===== config.mk =====
export PLATFORM = sky130hd
export DESIGN_NAME = load_store_unit_flat
export DESIGN_NICKNAME = d
export VERILOG_FILES = /design/src/rtl/lsu_pkg.sv /design/src/rtl/load_store_unit_if.sv /design/src/rtl/load_data_extender.sv /design/src/rtl/load_store_unit.sv /design/src/flat_wrapper.sv
export SDC_FILE = /design/constraint.sdc
export NUM_CORES = 1
export LEC_CHECK = 0
export CELL_PAD_IN_SITES_DETAIL_PLACEMENT = 1
export CELL_PAD_IN_SITES_GLOBAL_PLACEMENT = 1
export CORE_MARGIN = 2
export CORE_UTILIZATION = 34
export CTS_CLUSTER_DIAMETER = 50
export DETAILED_ROUTE_END_ITERATION = 10
export PLACE_DENSITY = 0.75
export SETUP_SLACK_MARGIN = 0.3
export SLEW_MARGIN = 20
export SYNTH_ARGS = -nofsm -noshare
export SYNTH_HDL_FRONTEND = slang
export SYNTH_HIERARCHICAL = 1
export SYNTH_SLANG_ARGS = --single-unit

===== constraint.sdc =====
create_clock -name clk -period 2.75 [get_ports clk]
set_clock_uncertainty 0.2 [all_clocks]
set_input_delay 0.825 -clock clk [delete_from_list [all_inputs] [get_ports clk]]
set_output_delay 0.825 -clock clk [all_outputs]
set_load 0.01 [all_outputs]

===== src/rtl/lsu_pkg.sv =====
// Shared types and constants for the load/store unit.
//   lsu_state_e            : sequencer state encoding
//   LB..LWU, SB..SD        : RV funct3 encodings for loads and stores
//   byte_mask_to_bit_mask  : expands a per-byte write enable to a per-bit mask
package lsu_pkg;

  typedef enum logic [2:0] {
    StIdle,
    StIssue0,
    StWait0,
    StIssue1,
    StWait1,
    StResp
  } lsu_state_e;

  // Load funct3
  localparam logic [2:0] LB  = 3'd0;
  localparam logic [2:0] LH  = 3'd1;
  localparam logic [2:0] LW  = 3'd2;
  localparam logic [2:0] LD  = 3'd3;
  localparam logic [2:0] LBU = 3'd4;
  localparam logic [2:0] LHU = 3'd5;
  localparam logic [2:0] LWU = 3'd6;
  // Store funct3
  localparam logic [2:0] SB  = 3'd0;
  localparam logic [2:0] SH  = 3'd1;
  localparam logic [2:0] SW  = 3'd2;
  localparam logic [2:0] SD  = 3'd3;

  // Widest supported beat (XLEN=64); narrower callers zero-extend/truncate.
  localparam int unsigned MaxBeatBytes = 8;

  function automatic logic [8*MaxBeatBytes-1:0] byte_mask_to_bit_mask(
    input logic [MaxBeatBytes-1:0] byte_mask
  );
    logic [8*MaxBeatBytes-1:0] bits;
    for (int i = 0; i < MaxBeatBytes; i++) begin
      bits[8*i +: 8] = {8{byte_mask[i]}};
    end
    return bits;
  endfunction

endpackage


===== src/rtl/load_store_unit_if.sv =====
// Core-side request/response channels and memory-side beat channels of the
// load/store unit, bundled in one interface.
//   slave  : view taken by load_store_unit (accepts core requests, drives memory beats)
//   master : view taken by the surrounding core/memory environment
interface load_store_unit_if #(
  parameter int unsigned XLEN       = 32,
  parameter int unsigned ADDR_WIDTH = 32
);
  // Core side
  logic                  req_valid;
  logic                  req_ready;
  logic                  req_write;
  logic [2:0]            req_funct3;
  logic [ADDR_WIDTH-1:0] req_address;
  logic [XLEN-1:0]       req_store_data;
  logic                  resp_valid;
  logic [XLEN-1:0]       resp_load_data;
  logic                  resp_fault;
  // Memory side
  logic                  mem_req_valid;
  logic                  mem_req_ready;
  logic                  mem_write;
  logic [ADDR_WIDTH-1:0] mem_address;
  logic [XLEN-1:0]       mem_write_data;
  logic [XLEN-1:0]       mem_write_mask;
  logic                  mem_resp_valid;
  logic [XLEN-1:0]       mem_read_data;

  modport slave (
    input  req_valid, req_write, req_funct3, req_address, req_store_data,
    input  mem_req_ready, mem_resp_valid, mem_read_data,
    output req_ready, resp_valid, resp_load_data, resp_fault,
    output mem_req_valid, mem_write, mem_address, mem_write_data, mem_write_mask
  );

  modport master (
    output req_valid, req_write, req_funct3, req_address, req_store_data,
    output mem_req_ready, mem_resp_valid, mem_read_data,
    input  req_ready, resp_valid, resp_load_data, resp_fault,
    input  mem_req_valid, mem_write, mem_address, mem_write_data, mem_write_mask
  );
endinterface


===== src/rtl/load_data_extender.sv =====
// Aligns and extends load data.
//   raw_i    : {beat1, beat0} read data (2*XLEN bits)
//   off_i    : byte offset of the access within beat0
//   funct3_i : load funct3 (size in [1:0], zero-extend in [2])
//   data_o   : right-aligned, sign/zero-extended XLEN result
module load_data_extender
  import lsu_pkg::*;
#(
  parameter int unsigned XLEN = 32,
  localparam int unsigned OffW = $clog2(XLEN / 8),
  localparam int unsigned IdxW = $clog2(XLEN)
) (
  input  logic [2*XLEN-1:0] raw_i,
  input  logic [OffW-1:0]   off_i,
  input  logic [2:0]        funct3_i,
  output logic [XLEN-1:0]   data_o
);

  logic [2*XLEN-1:0] shifted;
  logic [XLEN-1:0]   low;
  logic [XLEN-1:0]   keep;
  logic [IdxW-1:0]   sign_idx;
  logic              sign;

  always_comb begin
    shifted  = raw_i >> {off_i, 3'b000};
    low      = shifted[XLEN-1:0];
    keep     = '1;
    sign_idx = '1;
    unique case (funct3_i[1:0])
      LB[1:0]: begin keep = XLEN'(8'hFF);         sign_idx = IdxW'(7);  end
      LH[1:0]: begin keep = XLEN'(16'hFFFF);      sign_idx = IdxW'(15); end
      LW[1:0]: begin keep = XLEN'(32'hFFFF_FFFF); sign_idx = IdxW'(31); end
      default: begin keep = '1;                   sign_idx = '1;        end
    endcase
    sign   = ~funct3_i[2] & low[sign_idx];
    data_o = (low & keep) | ({XLEN{sign}} & ~keep);
  end

endmodule


===== src/rtl/load_store_unit.sv =====
// Handshaked load/store unit between the core and the memory bus.
//   clk   : clock
//   reset : asynchronous active-low reset
//   bus   : core request/response and memory beat channels (slave view)
// Accesses that straddle an XLEN/8-byte boundary are split into two aligned
// beats (when ALLOW_MISALIGNED=1); illegal or disallowed accesses complete
// with resp_fault and no memory traffic. One memory beat outstanding at most.
module load_store_unit
  import lsu_pkg::*;
#(
  parameter int unsigned XLEN             = 32,
  parameter int unsigned ADDR_WIDTH       = 32,
  parameter bit          ALLOW_MISALIGNED = 1'b1
) (
  input  logic              clk,
  input  logic              reset,
  load_store_unit_if.slave  bus
);

  localparam int unsigned NB   = XLEN / 8;
  localparam int unsigned OffW = $clog2(NB);

  // Request decode (only meaningful in StIdle)
  logic [2:0]        req_f3;
  logic [OffW-1:0]   req_off;
  logic              req_legal;
  logic              req_aligned;
  logic              req_fault;
  logic [2*NB-1:0]   req_ones;
  logic [2*NB-1:0]   req_bmask;
  logic [2*XLEN-1:0] req_wdata;

  always_comb begin
    req_f3  = bus.req_funct3;
    req_off = bus.req_address[OffW-1:0];
    if (bus.req_write) begin
      req_legal = !req_f3[2] && !((XLEN == 32) && (req_f3 == SD));
    end else begin
      req_legal = (req_f3 != 3'd7) && !((XLEN == 32) && ((req_f3 == LD) || (req_f3 == LWU)));
    end
    req_ones    = '0;
    req_aligned = 1'b1;
    unique case (req_f3[1:0])
      2'd0:    req_ones = (2*NB)'(8'h01);
      2'd1:    begin req_ones = (2*NB)'(8'h03); req_aligned = !req_off[0];        end
      2'd2:    begin req_ones = (2*NB)'(8'h0F); req_aligned = (req_off[1:0] == 2'd0); end
      default: begin req_ones = (2*NB)'(8'hFF); req_aligned = (req_off == '0);     end
    endcase
    req_fault = !req_legal || (!ALLOW_MISALIGNED && !req_aligned);
    // Byte enables and data span two beats; the upper half belongs to beat1.
    req_bmask = req_ones << req_off;
    req_wdata = {{XLEN{1'b0}}, bus.req_store_data} << {req_off, 3'b000};
  end

  lsu_state_e            state_q, state_d;
  logic                  write_q, write_d;
  logic [2:0]            funct3_q, funct3_d;
  logic [OffW-1:0]       off_q, off_d;
  logic [ADDR_WIDTH-1:0] addr0_q, addr0_d;
  logic                  split_q, split_d;
  logic                  fault_q, fault_d;
  logic [2*NB-1:0]       bmask_q, bmask_d;
  logic [2*XLEN-1:0]     wdata_q, wdata_d;
  logic [2*XLEN-1:0]     rdata_q, rdata_d;

  always_ff @(posedge clk or negedge reset) begin
    if (!reset) begin
      state_q  <= StIdle;
      write_q  <= 1'b0;
      funct3_q <= '0;
      off_q    <= '0;
      addr0_q  <= '0;
      split_q  <= 1'b0;
      fault_q  <= 1'b0;
      bmask_q  <= '0;
      wdata_q  <= '0;
      rdata_q  <= '0;
    end else begin
      state_q  <= state_d;
      write_q  <= write_d;
      funct3_q <= funct3_d;
      off_q    <= off_d;
      addr0_q  <= addr0_d;
      split_q  <= split_d;
      fault_q  <= fault_d;
      bmask_q  <= bmask_d;
      wdata_q  <= wdata_d;
      rdata_q  <= rdata_d;
    end
  end

  always_comb begin
    state_d  = state_q;
    write_d  = write_q;
    funct3_d = funct3_q;
    off_d    = off_q;
    addr0_d  = addr0_q;
    split_d  = split_q;
    fault_d  = fault_q;
    bmask_d  = bmask_q;
    wdata_d  = wdata_q;
    rdata_d  = rdata_q;
    unique case (state_q)
      StIdle: begin
        if (bus.req_valid) begin
          write_d  = bus.req_write;
          funct3_d = req_f3;
          off_d    = req_off;
          addr0_d  = {bus.req_address[ADDR_WIDTH-1:OffW], {OffW{1'b0}}};
          split_d  = |req_bmask[2*NB-1:NB];
          fault_d  = req_fault;
          bmask_d  = req_bmask;
          wdata_d  = req_wdata;
          rdata_d  = '0;
          state_d  = req_fault ? StResp : StIssue0;
        end
      end
      StIssue0: if (bus.mem_req_ready) state_d = StWait0;
      StWait0: begin
        if (bus.mem_resp_valid) begin
          if (!write_q) rdata_d[XLEN-1:0] = bus.mem_read_data;
          state_d = split_q ? StIssue1 : StResp;
        end
      end
      StIssue1: if (bus.mem_req_ready) state_d = StWait1;
      StWait1: begin
        if (bus.mem_resp_valid) begin
          if (!write_q) rdata_d[2*XLEN-1:XLEN] = bus.mem_read_data;
          state_d = StResp;
        end
      end
      StResp:  state_d = StIdle;
      default: state_d = StIdle;
    endcase
  end

  logic [XLEN-1:0] ext_data;

  load_data_extender #(
    .XLEN(XLEN)
  ) u_extender (
    .raw_i    (rdata_q),
    .off_i    (off_q),
    .funct3_i (funct3_q),
    .data_o   (ext_data)
  );

  logic          beat1;
  logic [NB-1:0] beat_bmask;

  always_comb begin
    bus.req_ready      = (state_q == StIdle);
    bus.resp_valid     = (state_q == StResp);
    bus.resp_fault     = (state_q == StResp) && fault_q;
    bus.resp_load_data = ((state_q == StResp) && !write_q && !fault_q) ? ext_data : '0;
    bus.mem_req_valid  = 1'b0;
    bus.mem_write      = 1'b0;
    bus.mem_address    = '0;
    bus.mem_write_data = '0;
    bus.mem_write_mask = '0;
    beat1              = (state_q == StIssue1);
    beat_bmask         = '0;
    if ((state_q == StIssue0) || (state_q == StIssue1)) begin
      bus.mem_req_valid = 1'b1;
      bus.mem_write     = write_q;
      bus.mem_address   = beat1 ? addr0_q + ADDR_WIDTH'(NB) : addr0_q;
      if (write_q) begin
        bus.mem_write_data = beat1 ? wdata_q[2*XLEN-1:XLEN] : wdata_q[XLEN-1:0];
        beat_bmask         = beat1 ? bmask_q[2*NB-1:NB] : bmask_q[NB-1:0];
        bus.mem_write_mask = XLEN'(byte_mask_to_bit_mask(MaxBeatBytes'(beat_bmask)));
      end
    end
  end

endmodule


===== src/flat_wrapper.sv =====
// flat-port wrapper written by rule: the top's interface ports become plain ports
module load_store_unit_flat import lsu_pkg::*;
#(
  parameter int unsigned XLEN             = 32,
  parameter int unsigned ADDR_WIDTH       = 32,
  parameter bit          ALLOW_MISALIGNED = 1'b1
)
  (clk, reset, bus_req_valid, bus_req_write, bus_req_funct3, bus_req_address, bus_req_store_data, bus_mem_req_ready, bus_mem_resp_valid, bus_mem_read_data, bus_req_ready, bus_resp_valid, bus_resp_load_data, bus_resp_fault, bus_mem_req_valid, bus_mem_write, bus_mem_address, bus_mem_write_data, bus_mem_write_mask);
  load_store_unit_if #(.XLEN(XLEN), .ADDR_WIDTH(ADDR_WIDTH)) bus_i ();
  input  logic clk;
  input  logic reset;
  input wire logic [$bits(bus_i.req_valid)-1:0] bus_req_valid;
  input wire logic [$bits(bus_i.req_write)-1:0] bus_req_write;
  input wire logic [$bits(bus_i.req_funct3)-1:0] bus_req_funct3;
  input wire logic [$bits(bus_i.req_address)-1:0] bus_req_address;
  input wire logic [$bits(bus_i.req_store_data)-1:0] bus_req_store_data;
  input wire logic [$bits(bus_i.mem_req_ready)-1:0] bus_mem_req_ready;
  input wire logic [$bits(bus_i.mem_resp_valid)-1:0] bus_mem_resp_valid;
  input wire logic [$bits(bus_i.mem_read_data)-1:0] bus_mem_read_data;
  output wire logic [$bits(bus_i.req_ready)-1:0] bus_req_ready;
  output wire logic [$bits(bus_i.resp_valid)-1:0] bus_resp_valid;
  output wire logic [$bits(bus_i.resp_load_data)-1:0] bus_resp_load_data;
  output wire logic [$bits(bus_i.resp_fault)-1:0] bus_resp_fault;
  output wire logic [$bits(bus_i.mem_req_valid)-1:0] bus_mem_req_valid;
  output wire logic [$bits(bus_i.mem_write)-1:0] bus_mem_write;
  output wire logic [$bits(bus_i.mem_address)-1:0] bus_mem_address;
  output wire logic [$bits(bus_i.mem_write_data)-1:0] bus_mem_write_data;
  output wire logic [$bits(bus_i.mem_write_mask)-1:0] bus_mem_write_mask;
  assign bus_i.req_valid = bus_req_valid;
  assign bus_i.req_write = bus_req_write;
  assign bus_i.req_funct3 = bus_req_funct3;
  assign bus_i.req_address = bus_req_address;
  assign bus_i.req_store_data = bus_req_store_data;
  assign bus_i.mem_req_ready = bus_mem_req_ready;
  assign bus_i.mem_resp_valid = bus_mem_resp_valid;
  assign bus_i.mem_read_data = bus_mem_read_data;
  assign bus_req_ready = bus_i.req_ready;
  assign bus_resp_valid = bus_i.resp_valid;
  assign bus_resp_load_data = bus_i.resp_load_data;
  assign bus_resp_fault = bus_i.resp_fault;
  assign bus_mem_req_valid = bus_i.mem_req_valid;
  assign bus_mem_write = bus_i.mem_write;
  assign bus_mem_address = bus_i.mem_address;
  assign bus_mem_write_data = bus_i.mem_write_data;
  assign bus_mem_write_mask = bus_i.mem_write_mask;
  load_store_unit #(.XLEN(XLEN), .ADDR_WIDTH(ADDR_WIDTH), .ALLOW_MISALIGNED(ALLOW_MISALIGNED)) u_core (.clk(clk), .reset(reset), .bus(bus_i));
endmodule

Register map, names as in the netlist:
Bar = 50 um. Other sequential cells in the stronger gray, the rest of the logic in the fainter gray.
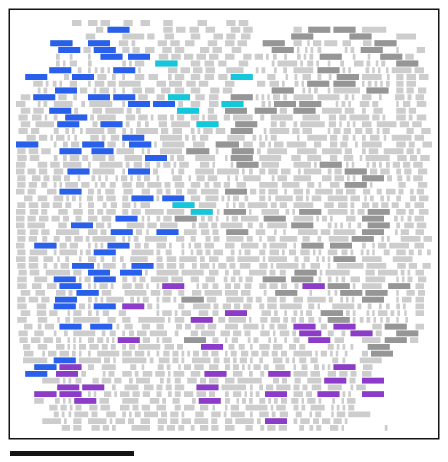
[blue] u_core/wdata_q | placed flops: 56
[purple] u_core/addr0_q | placed flops: 30 | where: a horizontal strip, bottom
[cyan] u_core/bmask_q | placed flops: 8 | where: north
Seq group: 4370 uW
post-route core utilization: 0.630
sequential share of cell area: 0.230

Track usage over the die:
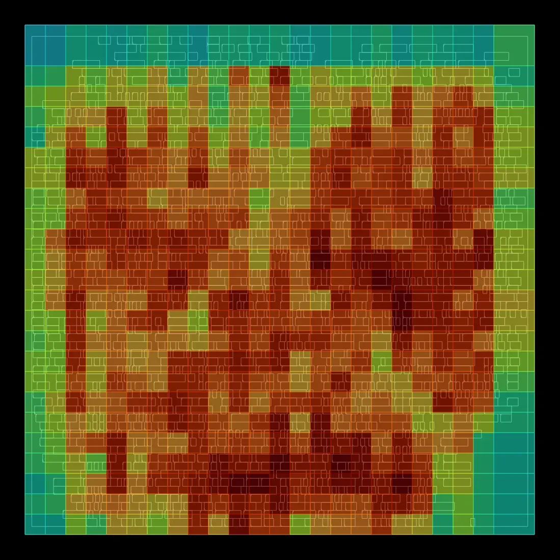
met3 GRT Util: 0.0488
met2 global-route usage: 0.516
busiest metal layer after global routing: met2
final routed wire length divided by cell count: 28.6 um
global-route usage over all layers: 0.288

Signal wires by layer:
Bar = 50 um.
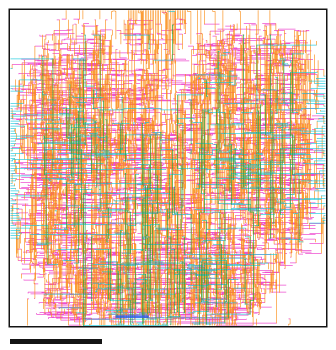
[blue] met5 | wire length: 16.6 um
[cyan] met3 | wire length: 4080 um
[orange] met2 | wire length: 28.5 mm
[magenta] met1 | wire length: 19500 um
[green] met4 | wire length: 4580 um
vias after detailed routing: 11700
detailed-route wire length: 56600 um

==> metrics.cfg <==
[global_routing]
first_global_vias = 11400
grt_overflow = 0

[outcome]
failing_checks = setup timing
outcome = finished, violations left

[sta]
setup_viol = 128
smallest_setup_slack_after_layout_ns = -0.942

[layout]
fillCellCount = 2921
logic_gates = 840
final_layout_size_suffix_gt1_frac = 0.481
comb_share = 0.363

[power]
p_leak_uw = 0.00777
pwr.group.clock_uw = 2690
fin_total_pwr_uw = 18600
share_of_power_burned_in_the_clock_network = 0.144
p_int_uw = 10500

[place]
dp_slack_ns = -0.691

[setup_path]
cp-start-kind = flip-flop
cp.required_ns = 1.73
reg2reg_from = u_core/state_q[0]

[flow_run]
warning_count = 29
max-cap-violations = 0

[detailed_routing]
drt_first_iter_violations = 1139

Routed metal per tile:
Bar = 50 um. 34 x 34 tiles, from dark blue (low) to red (high), scaled to the fullest tile. Values are wire area over tile area, all layers added.
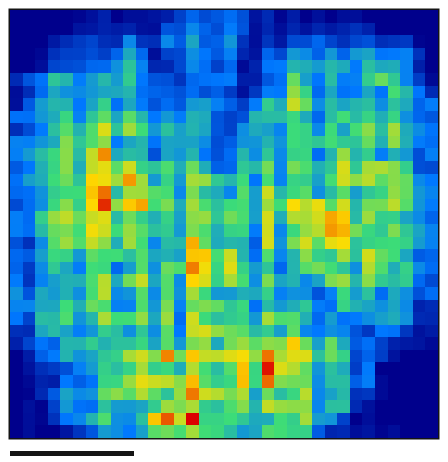
tiles over half the peak: 25%
nearly empty tiles: 7.2%
mean over tiles: 0.33
fullest tile: 0.92

Placement by cell class:
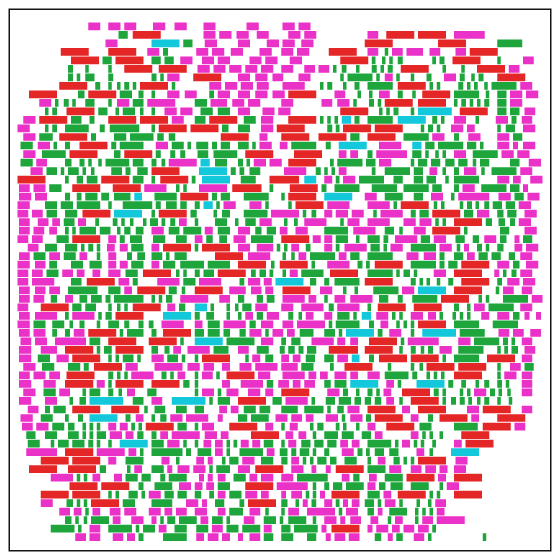
[cyan] clock drivers and dummy loads | cells: 30 | share of their area: 3.7%
[red] flops | cells: 161 | share of their area: 24%
[magenta] other buffers and delay cells | cells: 552 | share of their area: 35%
[green] all other logic | cells: 851 | share of their area: 38%
# rows: 61
cell area after layout: 17600 um2
placeable core region: 27900 um2

-- cells in the final DEF, fill, tap and decap left out, types with 7 or more instances in the layout --
cell type / n
sky130_fd_sc_hd__clkdlybuf4s50_1: 103
sky130_fd_sc_hd__dfrtp_1: 158
sky130_fd_sc_hd__a21oi_2: 12
sky130_fd_sc_hd__o21ai_2: 20
sky130_fd_sc_hd__and2_4: 36
sky130_fd_sc_hd__o31ai_4: 12
sky130_fd_sc_hd__nand3_1: 31
sky130_fd_sc_hd__nand2_2: 33
sky130_fd_sc_hd__buf_16: 7
sky130_fd_sc_hd__a21oi_1: 23
sky130_fd_sc_hd__buf_12: 34
sky130_fd_sc_hd__diode_2: 7
sky130_fd_sc_hd__buf_4: 140
sky130_fd_sc_hd__buf_6: 224
sky130_fd_sc_hd__clkbuf_16: 28
sky130_fd_sc_hd__nor2_4: 36
sky130_fd_sc_hd__o21ai_0: 73
sky130_fd_sc_hd__buf_2: 27
sky130_fd_sc_hd__or4_4: 10
sky130_fd_sc_hd__o21ai_1: 13
sky130_fd_sc_hd__nand2_4: 7
sky130_fd_sc_hd__nand2_1: 280
sky130_fd_sc_hd__inv_1: 7
sky130_fd_sc_hd__and2_1: 7
sky130_fd_sc_hd__mux2i_1: 36
sky130_fd_sc_hd__mux4_2: 34
sky130_fd_sc_hd__a22oi_1: 9
sky130_fd_sc_hd__mux2_2: 16
sky130_fd_sc_hd__nor2_1: 40
-- stage by stage --
stage,instances,cell area [um2]
3_5_place_dp,1757,13400
4_1_cts,1903,15700
6_report,1979,17600
2_1_floorplan,1130,10100
5_1_grt,1979,17600
3_3_place_gp,1757,13400
-- per-layer routing --
layer  vias up  track usage
li1       4772            -
met3       327       0.0488
met1      5837        0.331
met4         2        0.146
met5         -            0
met2       792        0.516
Power figures rest on the tool's default switching activity, not on a simulated workload.
